## src/rtl/riscv_dtm_dmi_ctrl.sv

```systemverilog
// DTM data-register back end: dtmcs and dmi scan registers plus the DMI
// request/response engine with timeout, sticky status and hard reset.
module riscv_dtm_dmi_ctrl #(
  parameter int unsigned ABITS       = 7,
  parameter int unsigned IDLE_CYCLES = 1,
  parameter int unsigned TIMEOUT     = 1024,
  parameter int unsigned CNT_W       = 16
) (
  input  logic             tck_i,
  input  logic             trst_i,
  input  logic             tdi_i,
  input  logic             shift_dr_i,
  input  logic             capture_dr_i,
  input  logic             update_dr_i,
  input  logic             dmi_select_i,
  input  logic             dtmcs_select_i,
  output logic             dmi_tdo_o,
  output logic             dtmcs_tdo_o,
  output logic             req_valid_o,
  input  logic             req_ready_i,
  output logic [ABITS-1:0] req_addr_o,
  output logic [31:0]      req_data_o,
  output logic [1:0]       req_op_o,
  input  logic             resp_valid_i,
  output logic             resp_ready_o,
  input  logic [31:0]      resp_data_i,
  input  logic [1:0]       resp_op_i
);

  localparam int unsigned      DW      = ABITS + 34;
  localparam logic [CNT_W-1:0] TO_LAST = CNT_W'(TIMEOUT - 1);
  localparam logic [2:0]       IDLE_V  = 3'(IDLE_CYCLES);
  localparam logic [5:0]       ABITS_V = 6'(ABITS);

  typedef enum logic [1:0] {S_IDLE, S_REQ, S_WAIT} state_e;

  state_e             state_q, state_d;
  logic [DW-1:0]      dmi_q, dmi_d;
  logic [31:0]        dtmcs_q, dtmcs_d;
  logic [1:0]         sticky_q, sticky_d;
  logic [2:0]         errinfo_q, errinfo_d;
  logic [31:0]        data_out_q, data_out_d;
  logic [CNT_W-1:0]   cnt_q, cnt_d;
  logic [ABITS-1:0]   req_addr_q, req_addr_d;
  logic [31:0]        req_data_q, req_data_d;
  logic [1:0]         req_op_q, req_op_d;

  logic dmi_shift, dmi_cap, dmi_upd;
  logic dtmcs_shift, dtmcs_cap, dtmcs_upd;
  logic timeout_hit;

  assign dmi_shift   = dmi_select_i & shift_dr_i;
  assign dmi_cap     = dmi_select_i & capture_dr_i;
  assign dmi_upd     = dmi_select_i & update_dr_i;
  assign dtmcs_shift = dtmcs_select_i & shift_dr_i;
  assign dtmcs_cap   = dtmcs_select_i & capture_dr_i;
  assign dtmcs_upd   = dtmcs_select_i & update_dr_i;
  assign timeout_hit = (TIMEOUT != 0) && (cnt_q == TO_LAST);

  assign req_valid_o  = (state_q == S_REQ);
  assign resp_ready_o = (state_q != S_REQ);
  assign req_addr_o   = req_addr_q;
  assign req_data_o   = req_data_q;
  assign req_op_o     = req_op_q;
  assign dmi_tdo_o    = dmi_q[0];
  assign dtmcs_tdo_o  = dtmcs_q[0];

  // Next-state: FSM first, then scan-register effects, then dtmcs resets
  // last so dtmhardreset/dmireset override anything the FSM did this edge.
  always_comb begin
    state_d    = state_q;
    dmi_d      = dmi_q;
    dtmcs_d    = dtmcs_q;
    sticky_d   = sticky_q;
    errinfo_d  = errinfo_q;
    data_out_d = data_out_q;
    cnt_d      = cnt_q;
    req_addr_d = req_addr_q;
    req_data_d = req_data_q;
    req_op_d   = req_op_q;

    case (state_q)
      S_IDLE: begin
        if (dmi_upd && sticky_q == 2'd0 && (dmi_q[1:0] == 2'd1 || dmi_q[1:0] == 2'd2)) begin
          req_addr_d = dmi_q[DW-1:34];
          req_data_d = dmi_q[33:2];
          req_op_d   = dmi_q[1:0];
          cnt_d      = '0;
          state_d    = S_REQ;
        end
      end
      S_REQ, S_WAIT: begin
        cnt_d = cnt_q + CNT_W'(1);
        if (state_q == S_REQ && req_ready_i) begin
          state_d = S_WAIT;
        end else if (state_q == S_WAIT && resp_valid_i) begin
          data_out_d = resp_data_i;
          if (sticky_q == 2'd0) sticky_d = resp_op_i;
          if (resp_op_i == 2'd2) errinfo_d = 3'd2 + 3'd1;
          state_d = S_IDLE;
        end else if (timeout_hit) begin
          if (sticky_q == 2'd0) sticky_d = 2'd2;
          errinfo_d  = 3'd2;
          data_out_d = '0;
          state_d    = S_IDLE;
        end
      end
      default: state_d = S_IDLE;
    endcase

    if (dmi_shift) begin
      dmi_d = {tdi_i, dmi_q[DW-1:1]};
    end else if (dmi_cap) begin
      if (state_q != S_IDLE) begin
        dmi_d[1:0] = 2'd3;
        if (sticky_q == 2'd0) sticky_d = 2'd3;
        errinfo_d = 3'd1;
      end else begin
        dmi_d[1:0]  = sticky_q;
        dmi_d[33:2] = data_out_q;
      end
    end

    if (dtmcs_shift) begin
      dtmcs_d = {tdi_i, dtmcs_q[31:1]};
    end else if (dtmcs_cap) begin
      dtmcs_d = {11'd0, errinfo_q, 2'd0, 1'b0, IDLE_V, sticky_q, ABITS_V, 4'd1};
    end else if (dtmcs_upd) begin
      if (dtmcs_q[17]) begin
        sticky_d   = '0;
        errinfo_d  = '0;
        state_d    = S_IDLE;
        data_out_d = '0;
        cnt_d      = '0;
      end else if (dtmcs_q[16]) begin
        sticky_d  = '0;
        errinfo_d = '0;
      end
    end
  end

  // State registers with asynchronous reset.
  always_ff @(posedge tck_i or posedge trst_i) begin
    if (trst_i) begin
      state_q    <= S_IDLE;
      dmi_q      <= '0;
      dtmcs_q    <= '0;
      sticky_q   <= '0;
      errinfo_q  <= '0;
      data_out_q <= '0;
      cnt_q      <= '0;
      req_addr_q <= '0;
      req_data_q <= '0;
      req_op_q   <= '0;
    end else begin
      state_q    <= state_d;
      dmi_q      <= dmi_d;
      dtmcs_q    <= dtmcs_d;
      sticky_q   <= sticky_d;
      errinfo_q  <= errinfo_d;
      data_out_q <= data_out_d;
      cnt_q      <= cnt_d;
      req_addr_q <= req_addr_d;
      req_data_q <= req_data_d;
      req_op_q   <= req_op_d;
    end
  end

endmodule

```

## config.mk

```make
export PLATFORM = sky130hd
export DESIGN_NAME = riscv_dtm_dmi_ctrl
export DESIGN_NICKNAME = d
export VERILOG_FILES = /design/src/rtl/riscv_dtm_dmi_ctrl.sv
export SDC_FILE = /design/constraint.sdc
export NUM_CORES = 1
export LEC_CHECK = 0
export CAP_MARGIN = 5
export CORE_MARGIN = 1
export CORE_UTILIZATION = 56
export DETAILED_ROUTE_END_ITERATION = 10
export GPL_ROUTABILITY_DRIVEN = 1
export PLACE_DENSITY = 0.8
export SYNTH_ARGS = -nofsm -noshare
export SYNTH_HDL_FRONTEND = slang
export SYNTH_SLANG_ARGS = --single-unit
```

## constraint.sdc

```tcl
create_clock -name tck_i -period 8 [get_ports tck_i]
set_input_delay 1.6 -clock tck_i [delete_from_list [all_inputs] [get_ports tck_i]]
set_output_delay 1.6 -clock tck_i [all_outputs]
set_load 0.005 [all_outputs]
```

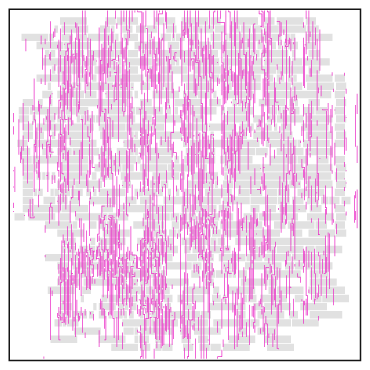
(images/layer_met2.png)
Scale: 3 px per um.
The wires run mostly vertical. The layer carries 8080 um of wire. 680 nets have wire on it. The layer holds 50% of the routed length. The longest straight run is 37.4 um.
Routed WL: 16300 um
Vias: 5452

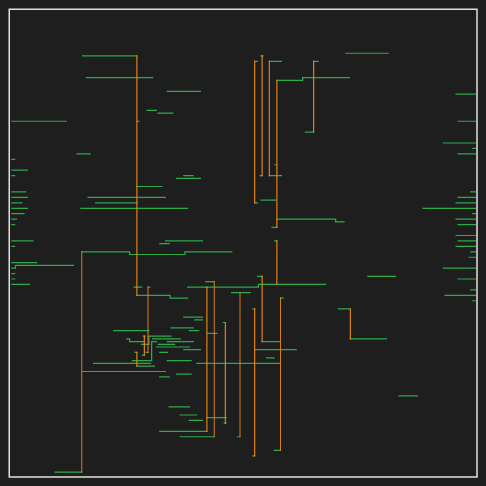
(images/wires.png)
Scale: 4 px per um. Two of the layers only.
Key: metal 4 = orange [wire length 533 um]; metal 3 = green [wire length 699 um]
total global-route track usage: 25.7%
Avg WL per Cell: 17.8 um

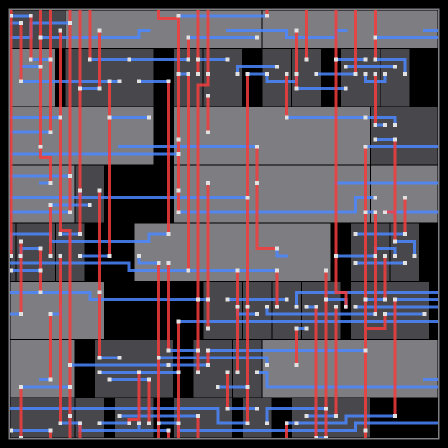
(images/detail.png)
Window x 77 to 97, y 77 to 97 um. Cells in grey, sequential cells in the stronger grey; small squares are vias.
Key: metal 1 = blue; metal 2 = red
Sequential cells in the window: 7. Netlist names of flops here include data_out_q (3), dmi_q (3). 35 logic cells have their middle in the window. Most frequent: nand2_1 (8), a21oi_1 (8), dfrtp_1 (7).

[cell families after synthesis]
logic type,count (synthesis),share of synthesized area [%]
buf+inv,57,3.42
flops,169,57.6
xor+xnor,1,0.119
compound gates,156,13.7
fa+ha+maj,5,0.851
simple gates,187,12.3
mux,82,12.0
[stage by stage]
| stage | setup WS (ns) | utilization (%) | instances |
|---|---|---|---|
| after floorplan | 1.82 | - | 657 |
| after global placement | 3.98 | 65.3 | 880 |
| after detailed placement | 3.91 | 65.3 | 880 |
| after CTS | 4.35 | 70.2 | 911 |
| after global routing | 4.22 | 70.2 | 911 |
| final | 4.37 | 70.2 | 911 |
[power by group]
part           internal, mW  switching [mW]  total [mW]
clock                 0.523           0.345       0.868
sequential             1.12           0.205        1.32
combinational         0.372           0.357       0.730
==> ci_impl_report.md <==
## Synthesis and layout report

| Metric | Value |
|---|---|
| CTS resizes | `0` |
| Top cells, area | `dfrtp_1 (58%), mux2_2 (7.5%), a21oi_1 (4.9%)` |
| Largest fanout on the critical path | `42` |
| Fin crit period | `3.63 ns` |
| Max Cap Viol | `0` |
| CTS sink cnt | `169` |
| Final Power | `2.92 mW` |
| Syn-to-layout area delta | `21.6%` |
| Dominant flop cell | `dfrtp_1` |
| Setup TNS | `0 ns` |
| Worst Setup EP | `req_data_o[21]` |
| # Cells Yosys | `657` |
| Crit Path Category | `input pin to flip-flop` |
| Status | `complete, no violations` |
| CTS Hold Bufs | `0` |
| Hpwl dp | `9870 um` |
| CLK BUF | `17` |
| Critical Path AT | `3.94 ns` |
| Comb/total area | `32.2%` |
| Area-dominant class | `sequential cells` |
| Clock-cell share | `6.96%` |
| Slowest cell on the critical path | `nand3_2` |
| Mapped Area | `7350 um^2` |
| GPL Wtd Cong | `0.870` |
| Worst setup path start | `dmi_select_i` |
| Die X | `117 um` |
| Synth cell count leaders | `dfrtp_1 (169), nand2_1 (80), a21oi_1 (72)` |
| Inverters | `13` |
| CTS H-Tree Depth | `4` |
| Bufs w/o clock | `95` |
| CP bufs+invs | `1` |
| Hold depth | `2` |
| Max reg flops | `41` |
| Max Fclk | `275 MHz` |
| Final Skew | `0.00809 ns` |
| HP Class | `flip-flop to flip-flop` |
| Uppermost layer routed | `met4` |
| Nets | `776` |
| Initial antenna violation count | `0` |
| Grt met2 use | `41.1%` |
| Synth cell types | `59` |
| Cell taking the most area after synthesis | `dfrtp_1` |
Power figures rest on the tool's default switching activity, not on a simulated workload.
